File: src/rtl/plab5_mcore_mem_port_arb.sv
// Two-port memory arbiter: round-robin merges an inst-net (port 0) and a
// data-net (port 1) request stream onto one memory port, and steers the
// in-order memory responses back to the issuing port using a small
// {port, domain} tracking FIFO.
module plab5_mcore_mem_port_arb #(
  parameter int p_opaque_nbits = 8,
  parameter int p_addr_nbits   = 32,
  parameter int p_data_nbits   = 128,
  parameter int p_max_pending  = 4,
  // Message control widths: type(3) + opaque + addr + len for requests,
  // type(3) + opaque + len for responses; data travels separately.
  localparam int LW = $clog2(p_data_nbits / 8),
  localparam int RC = 3 + p_opaque_nbits + p_addr_nbits + LW,
  localparam int SC = 3 + p_opaque_nbits + LW
) (
  input  logic                    clk,
  input  logic                    reset,

  input  logic [RC-1:0]           in0_req_control,
  input  logic [p_data_nbits-1:0] in0_req_data,
  input  logic                    in0_req_domain,
  input  logic                    in0_req_val,
  output logic                    in0_req_rdy,

  output logic [SC-1:0]           in0_resp_control,
  output logic [p_data_nbits-1:0] in0_resp_data,
  output logic                    in0_resp_domain,
  output logic                    in0_resp_val,
  input  logic                    in0_resp_rdy,

  input  logic [RC-1:0]           in1_req_control,
  input  logic [p_data_nbits-1:0] in1_req_data,
  input  logic                    in1_req_domain,
  input  logic                    in1_req_val,
  output logic                    in1_req_rdy,

  output logic [SC-1:0]           in1_resp_control,
  output logic [p_data_nbits-1:0] in1_resp_data,
  output logic                    in1_resp_domain,
  output logic                    in1_resp_val,
  input  logic                    in1_resp_rdy,

  output logic [RC-1:0]           mem_req_control,
  output logic [p_data_nbits-1:0] mem_req_data,
  output logic                    mem_req_domain,
  output logic                    mem_req_val,
  input  logic                    mem_req_rdy,

  input  logic [SC-1:0]           mem_resp_control,
  input  logic [p_data_nbits-1:0] mem_resp_data,
  input  logic                    mem_resp_domain,
  input  logic                    mem_resp_val,
  output logic                    mem_resp_rdy,

  output logic                    err_pulse
);

  localparam int PW = (p_max_pending > 1) ? $clog2(p_max_pending) : 1;
  localparam int CW = $clog2(p_max_pending + 1);

  // Tracking state: entry = {port id, request domain}
  logic [1:0]    fifo_q [p_max_pending];
  logic [PW-1:0] wr_ptr_q, wr_ptr_d;
  logic [PW-1:0] rd_ptr_q, rd_ptr_d;
  logic [CW-1:0] count_q, count_d;
  logic          ptr_q, ptr_d;

  logic          full, empty, grant, any_val;
  logic          push, pop;
  logic          head_port, head_dom, dom_ok;

  assign full      = (count_q == CW'(p_max_pending));
  assign empty     = (count_q == '0);
  assign any_val   = in0_req_val | in1_req_val;
  assign head_port = fifo_q[rd_ptr_q][1];
  assign head_dom  = fifo_q[rd_ptr_q][0];
  assign dom_ok    = !empty && (mem_resp_domain == head_dom);

  // Round-robin grant: contention resolved by ptr, a lone requester always wins
  always_comb begin
    grant = in1_req_val;
    if (in0_req_val && in1_req_val) grant = ptr_q;
  end

  // Zero-latency request mux; handshakes suppressed during reset and when full
  always_comb begin
    mem_req_control = grant ? in1_req_control : in0_req_control;
    mem_req_data    = grant ? in1_req_data    : in0_req_data;
    mem_req_domain  = grant ? in1_req_domain  : in0_req_domain;
    mem_req_val     = !reset && any_val && !full;
    in0_req_rdy     = !reset && in0_req_val && !grant && mem_req_rdy && !full;
    in1_req_rdy     = !reset && in1_req_val &&  grant && mem_req_rdy && !full;
  end

  assign push = mem_req_val && mem_req_rdy;

  // Response steering: good responses go to the head port; responses with
  // nothing pending or a wrong domain are swallowed and flagged.
  always_comb begin
    in0_resp_control = mem_resp_control;
    in0_resp_data    = mem_resp_data;
    in0_resp_domain  = mem_resp_domain;
    in1_resp_control = mem_resp_control;
    in1_resp_data    = mem_resp_data;
    in1_resp_domain  = mem_resp_domain;
    in0_resp_val     = !reset && mem_resp_val && dom_ok && !head_port;
    in1_resp_val     = !reset && mem_resp_val && dom_ok &&  head_port;
    mem_resp_rdy     = 1'b0;
    err_pulse        = 1'b0;
    if (!reset) begin
      mem_resp_rdy = dom_ok ? (head_port ? in1_resp_rdy : in0_resp_rdy) : 1'b1;
      err_pulse    = mem_resp_val && !dom_ok;
    end
  end

  assign pop = mem_resp_val && mem_resp_rdy && !empty;

  // Next-state for pointers, occupancy and round-robin priority
  always_comb begin
    wr_ptr_d = wr_ptr_q;
    rd_ptr_d = rd_ptr_q;
    count_d  = count_q;
    ptr_d    = ptr_q;
    if (push) begin
      wr_ptr_d = wr_ptr_q + PW'(1);
      ptr_d    = !grant;
    end
    if (pop) rd_ptr_d = rd_ptr_q + PW'(1);
    if (push && !pop)      count_d = count_q + CW'(1);
    else if (pop && !push) count_d = count_q - CW'(1);
  end

  // Control state register with synchronous reset
  always_ff @(posedge clk) begin
    if (reset) begin
      wr_ptr_q <= '0;
      rd_ptr_q <= '0;
      count_q  <= '0;
      ptr_q    <= 1'b0;
    end else begin
      wr_ptr_q <= wr_ptr_d;
      rd_ptr_q <= rd_ptr_d;
      count_q  <= count_d;
      ptr_q    <= ptr_d;
    end
  end

  // Tracking FIFO storage; contents are only meaningful below count_q
  always_ff @(posedge clk) begin
    if (push) fifo_q[wr_ptr_q] <= {grant, mem_req_domain};
  end

endmodule

File: config.mk
export PLATFORM = sky130hd
export DESIGN_NAME = plab5_mcore_mem_port_arb
export DESIGN_NICKNAME = d
export VERILOG_FILES = /design/src/rtl/plab5_mcore_mem_port_arb.sv
export SDC_FILE = /design/constraint.sdc
export NUM_CORES = 1
export LEC_CHECK = 0
export CORE_AREA = 3 3 378 380
export CTS_CLUSTER_DIAMETER = 30
export DETAILED_ROUTE_END_ITERATION = 10
export DIE_AREA = 0 0 381 383
export MAX_ROUTING_LAYER = met4
export REMOVE_ABC_BUFFERS = 1
export SLEW_MARGIN = 40
export SYNTH_ARGS = -nofsm -noshare
export SYNTH_HDL_FRONTEND = slang
export SYNTH_SLANG_ARGS = --single-unit
File: constraint.sdc
create_clock -name clk -period 4.55 [get_ports clk]
set_clock_uncertainty 0.15 [all_clocks]
set_input_delay 0.91 -clock clk [delete_from_list [all_inputs] [get_ports clk]]
set_output_delay 0.91 -clock clk [all_outputs]
set_load 0.02 [all_outputs]
==> images/flops_by_reg.png <==
Drawn at 1 px/um. Other sequential cells in the stronger gray, the rest of the logic in the fainter gray.
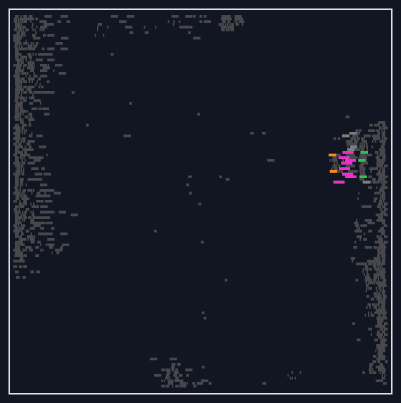
Key: green = `count_q` [flops 3]; orange = `wr_ptr_q` [flops 2]; magenta = `fifo_q` [flops 8, where east]
Flop area: 440 um2
Seq area share: 3.73%
Seq group: 0.201 mW
utilization after layout: 8.47%

==> metrics.cfg <==
[status]
outcome=finished, final reports clean

[cts]
clockBufferDepth=2
post_cts_hold_buffer_count=0
cts_root_buffer=clkbuf_16

[sta]
setup_repair_after_global_routing_missed_its_margin=no
final_clock_period_utilization_by_the_worst_path_pct=91.7
drv_slew=0
final_number_of_setup_violating_endpoints=0
final_critical_path_required_period_ns=4.17

[die]
die_x_um=381
core_area_um2=140000
chip_area_um2=146000
fp-utilization_pct=3.74
io-pin-count=975

[placed_design]
routabilityCongestion=1.03

[setup_path]
worst_path_largest_cell_delay_ns=0.60
critPathArrivalTime_ns=3.11
critPathMaxFanout=28
setup_crit_start_kind=primary input

[logic_synthesis]
synthCells=938
synth-seq-cells=18
enable_flop_cells=8
synth_async_sr_flop_share_pct=0
ys_cells=938
synth-main-ff-cell=dfxtp_1

[finish]
layout.filler_cells=16400
logic_area_um2=2450
lay_top_cells=532 x nand2_1, 414 x clkdlybuf4s50_1, 88 x buf_12
post_route_cells_drive_above_1_share_pct=14.5
fin_cells=3074

[min_path]
worstHoldPathCells=2

[global_route]
final_global_route_overflow_total=0
first_global_vias=7290
pin_count_of_the_biggest_net_entering_global_routing=53

[power_and_ir_drop]
power.clock.fraction_pct=8.5
internal_power_mw=1.08
switching_component_of_the_power_mw=0.995
power.leakage_nw=4.73
power_frac_comb_pct=81.8
power_density_nw_per_um2=176

[job]
warning_count=28

[routing]
drt-vias-per-instance=2.52
drt_drc_violations_left=0

==> images/layer_met3.png <==
Drawn at 1 px/um.
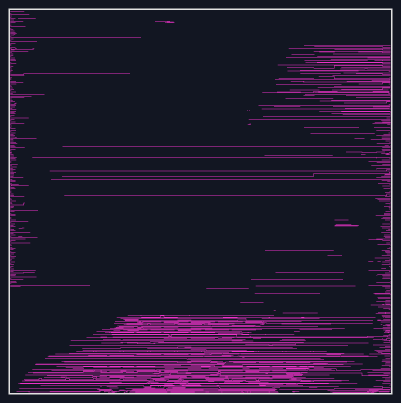
The wires run mostly horizontal. The layer carries 26.6 mm of wire. The layer holds 21% of the routed length. The longest straight run is 358 um. 547 nets have wire on it.
drt total wl: 130 mm
total via count after detailed routing: 7758
routing usage on met3: 16.0%

[final timing paths]
path,slack (ns),endpoint,from
hold / removal,0.40,ptr_q,ptr_q
setup reg to reg,1.60,count_q[2],register
setup / recovery,0.38,mem_req_control[0],in0_req_val
hold reg to reg,0.40,ptr_q,ptr_q
[critical path, delay by kind of cell]
kind | cells | cell delay, ns
simple gates | 2 | 0.13
buf+inv | 5 | 1.68
compound gates | 1 | 0.33
[cell type report]
cell class / count / share of cell area [%]
Timing Repair Buffer: 573 / 54.5
Multi-Input combinational cell: 586 / 20.7
Tap cell: 1876 / 19.9
Sequential cell: 18 / 3.73
Clock buffer: 3 / 0.635
Inverter: 7 / 0.286
Antenna cell: 10 / 0.212
Clock inverter: 1 / 0.0318
[cells by family after synthesis]
family	after synthesis	synth area share [%]
flops	18	8.43
buf+inv	334	44.8
xor+xnor	4	0.815
simple gates	560	41.1
mux	8	2.23
fa+ha+maj	6	1.58
compound gates	8	1.03
[synthesized netlist by cell type, types with 4 or more instances]
cell type / instances / area [um2]
nand2_1: 532 / 2000
buf_4: 288 / 2160
clkbuf_1: 37 / 139
dfxtp_1: 10 / 200
nor2_1: 10 / 37.5
edfxtp_1: 8 / 240
inv_1: 6 / 22.5
and2_1: 5 / 31.3
ha_1: 5 / 62.6
a21oi_1: 4 / 20.0
nor3_1: 4 / 20.0
[through the flow]
step           util [%]  instance area, um2  total power, mW
2_1_floorplan         -                2910            0.696
3_3_place_gp       8.39               11700             1.94
3_5_place_dp       8.39               11700             1.95
4_1_cts            8.45               11800             2.13
5_1_grt            8.46               11800             2.18
6_report           8.47               11800             2.07
[routing by layer]
layer  up-vias  wire length [um]  global-route usage [%]
li1       3045                 -                       -
met1      3453             50200                    18.8
met2      1178             50600                    23.7
met3        82             26600                    16.0
met4         0              2360                    2.61
met5         -                 0                       -
[power groups by stage]
stage,Sequential [mW],Combinational [mW],Clock [mW]
global route,0.203,1.80,0.185
CTS,0.201,1.75,0.180
global placement,0.202,1.74,0
floorplan,0.200,0.496,0
detailed placement,0.204,1.75,0
finish,0.201,1.70,0.176
Power figures rest on the tool's default switching activity, not on a simulated workload.
